==> config.mk <==
export PLATFORM = sky130hd
export DESIGN_NAME = quad_decoder_array
export DESIGN_NICKNAME = d
export VERILOG_FILES = /design/src/rtl/qdec_pkg.sv /design/src/rtl/qdec_channel.sv /design/src/rtl/quad_decoder_array.sv
export SDC_FILE = /design/constraint.sdc
export NUM_CORES = 1
export LEC_CHECK = 0
export CAP_MARGIN = 30
export CORE_MARGIN = 8
export CORE_UTILIZATION = 54
export DETAILED_ROUTE_END_ITERATION = 7
export PLACE_DENSITY_LB_ADDON = 0.25
export SLEW_MARGIN = 20
export SYNTH_ARGS = -nofsm -noshare
export SYNTH_HDL_FRONTEND = slang
export SYNTH_SLANG_ARGS = --single-unit
export TNS_END_PERCENT = 100
==> constraint.sdc <==
create_clock -name clk -period 3.1 [get_ports clk]
set_input_delay 0.775 -clock clk [delete_from_list [all_inputs] [get_ports clk]]
set_output_delay 0.775 -clock clk [all_outputs]
set_load 0.02 [all_outputs]
==> run_1/met2.png <==
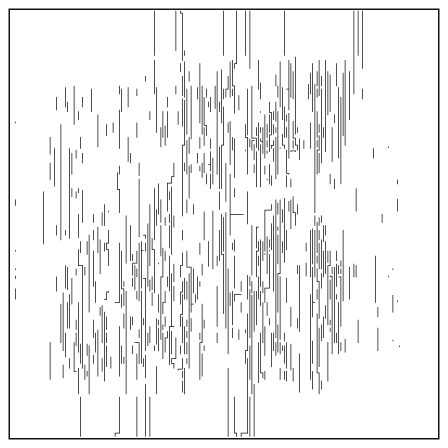
share of all routed wire: 48%
longest straight run: 29.2 µm
main direction: vertical
nets with wire on the layer: 349
vias: 2573
GRT met2 Usage: 0.2546
Routed WL: 6277 µm

==> run_1/drive_strength.png <==
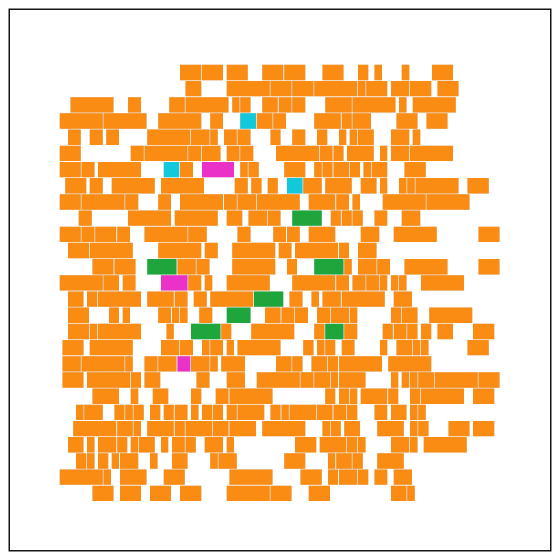
| size | colour | cells | share |
|---|---|---|---|
| drive 1 or less | orange | 370 | 97% |
| drive 3 to 4 | cyan | 3 | 0.78% |
| drive 2 | magenta | 3 | 0.78% |
| drive 6 and up | green | 7 | 1.8% |
final instance area: 0.003538 mm²
buffers outside the clock class: 45

==> run_1/gate_families.png <==
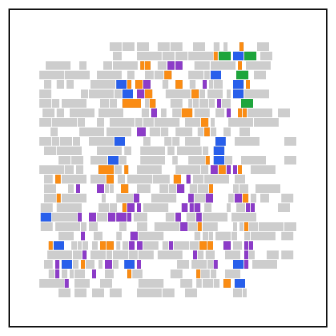
| family | colour | cells | most used |
|---|---|---|---|
| XOR/XNOR gates | blue | 17 | xor2_1 |
| NAND gates | purple | 54 | nand2_1 |
| NOR gates | orange | 43 | nor2_1 |
| multiplexers | green | 4 | mux2i_1 |
Layout Cells excl Fill: 455
logic share of the area: 0.4912

==> summary.txt <==
Status: complete, no violations
Drt drc: 0
Slew HR: 0.5526
Worst setup EP type: flip-flop
Post-synth EDFFs: 0
CTS Root Cell: clkbuf_8
CTS Buf Count: 5
Largest register FFs: 24
Hpwl dp: 4688 µm
Largest net degree at the start of global routing: 20
Routed wire per std cell: 13.80 µm
Register share after synthesis: 0.3650
CP max FO: 10
Post-route setup TNS: 0 ps
Arrival time worst endpoint: 2750 ps
Vias/cell: 5.655
Area grow syn2layout: 17.30%
Hold Path Class: reg2reg
Number of diodes: 0
Number of nets with antenna violations after routing: 0
Min cycle time layout: 2571 ps
Ys async rst share: 0
Core Area: 0.005439 mm²
Setup Viol. Count Final: 0
Clk_skew: 4.645 ps
Clk sink count: 55
Final worst path period share: 0.8293
Crit path DRT: 3280 ps
Top FF cell, synth: dfxtp_1
Ys cells: 348
Initial DRC count: 98
GR Util All Layers: 0.1540
Nets@finish: 415
Clock Latency Late Sink: 300 ps
Leak Pwr: 0.001392 µW
CTS Hold Bufs: 0
H-tree depth: 2
Die height: 90.74 µm
Clock Path Buffers: 2
Slew Limit Fails: 0
Filler cell count: 446
Post-route worst setup slack: 529.2 ps
Slew @ Worst Pin: 671.1 ps
Clock tree from TritonCTS: done
Initial antenna violation count: 0
Global route overflow: 0
Fmax: 389.0 MHz
Row Count: 27
OpenROAD warnings: 27
Die width: 90.74 µm
Synthesized area: 0.003017 mm²
Yosys reg bits: 55
Total of max-cap violations: 0
Routability congestion estimate from global placement: 0.7760
Synth Instances: 348
Hold Slack: 440.5 ps
Place WS: 404.6 ps
DRT Pass-1 Iters: 4
VDD IR-drop max: 390.0 µV
First-pass GRT wire length: 10980 µm
Yosys chip area: 0.003017 mm²
I/O pin cnt: 44
Hold Violations, Final: 0
Hold Path Depth: 1
Distinct cells, synth: 46
Power per Cell Area: 344.2 mW/mm²
Fp util: 0.5546
Die Area: 0.008234 mm²
Layout cells sized above 1: 0.03394
I/O Buffers: 43
R2R Setup Slk: 530 ps
R2R depth: 8
Startpoint types: flip-flop
WS Path Type: reg2reg
Vias in the first global route: 2479
Unrepaired setup endpoints after global routing: no
Avg Cell Area, Syn: 8.669 µm²
Ys Warns: 0
Final core occ: 0.6506
Cells after DPL: 447
Clock-pin slew on the worst setup and hold paths: 100 ps
Synthesized net count: 381
## run 1: cells in the mapped netlist, types with 3 or more instances
cell type,instances,area share
nand2_1,27,0.034
o21bai_1,5,0.012
clkbuf_1,6,0.0075
mux2i_1,4,0.013
dfxtp_1,55,0.36
or4_1,7,0.017
xnor2_1,7,0.020
o211ai_1,7,0.017
xor2_1,10,0.029
ha_1,19,0.079
a31oi_1,3,0.0062
a21oi_1,28,0.046
nand2b_1,5,0.010
nand3_1,9,0.015
o2111ai_1,3,0.0087
nor2_1,20,0.025
nor3_1,7,0.012
buf_4,11,0.027
nand4_1,10,0.021
inv_1,18,0.022
o21ai_0,9,0.015
o21a_1,7,0.017
nor4_1,7,0.015
fa_1,3,0.020
nor2b_1,6,0.012
and2_1,30,0.062
## run 1: critical path, cell delays in order, from the launching register on
cell	delay (ps)
dfxtp_1	360
nor4b_2	350
inv_1	250
ha_1	410
nor4_1	340
a21oi_1	110
and2_1	200
a221oi_1	260
o311ai_0	160
## run 1: logic make-up (layout without fill, tap and decap cells)
logic type	count (synthesis)	in the layout	share of synthesized area
simple gates	136	136	0.2443
mux	4	4	0.01327
compound gates	78	78	0.1684
fa+ha+maj	22	22	0.09872
flops	55	55	0.3650
buf+inv	36	71	0.06097
xor+xnor	17	17	0.04936
## run 1: area by class of cell
class,count,area [µm²],share of cell area
clock buffer,5,68.82,0.01945
clock inverter,3,27.53,0.007779
inverter,18,67.56,0.01909
multi-input combinational,257,1738,0.4912
sequential,55,1101,0.3112
tap,72,90.09,0.02546
timing repair buffer,45,445.4,0.1259
## run 1: stage by stage
| stage | power (µW) | area (µm²) |
|---|---|---|
| 2_1_floorplan | 791.1 | 3017 |
| 3_3_place_gp | 815.7 | 3436 |
| 3_5_place_dp | 818.6 | 3436 |
| 4_1_cts | 1230 | 3532 |
| 5_1_grt | 1271 | 3538 |
| 6_report | 1218 | 3538 |
## run 1: cells in the final DEF, fill, tap and decap left out, drive strengths merged, types with 6 or more instances in the layout
cell	netlist	layout
o21a	7	7
nor2	20	20
ha	19	19
nand2	28	28
and2	30	30
xor2	10	10
a21oi	28	28
nor3	7	7
xnor2	7	7
nand3	9	9
o211ai	7	7
o21ai	10	10
dfxtp	55	55
nand4	10	10
inv	18	20
clkdlybuf4s50	0	43
nor4	7	7
or4	7	7
nor2b	6	6
## run 1: per-layer routing
| metal | vias to the layer above | GRT usage | share of wire |
|---|---|---|---|
| li1 | 1309 | - | - |
| met1 | 1210 | 0.1898 | 0.47 |
| met2 | 48 | 0.2546 | 0.48 |
| met3 | 6 | 0.03990 | 0.042 |
| met4 | 0 | 0.04716 | 0.0081 |
| met5 | - | 0 | 0 |
## run 1: repair_timing
action / CTS / global route
endpoints found under the setup margin: 0 / 1
gates resized: 0 / 1
buffers inserted: 0 / 0
## run 1: report_power, final
group,total [µW],leakage [µW],internal [µW],switching (µW)
Sequential,726,0.000447,718,7.93
Clock,415,0.0000467,168,247
Combinational,77.0,0.000899,35.7,41.3
Total,1220,0.00139,922,296
Power figures rest on the tool's default switching activity, not on a simulated workload.
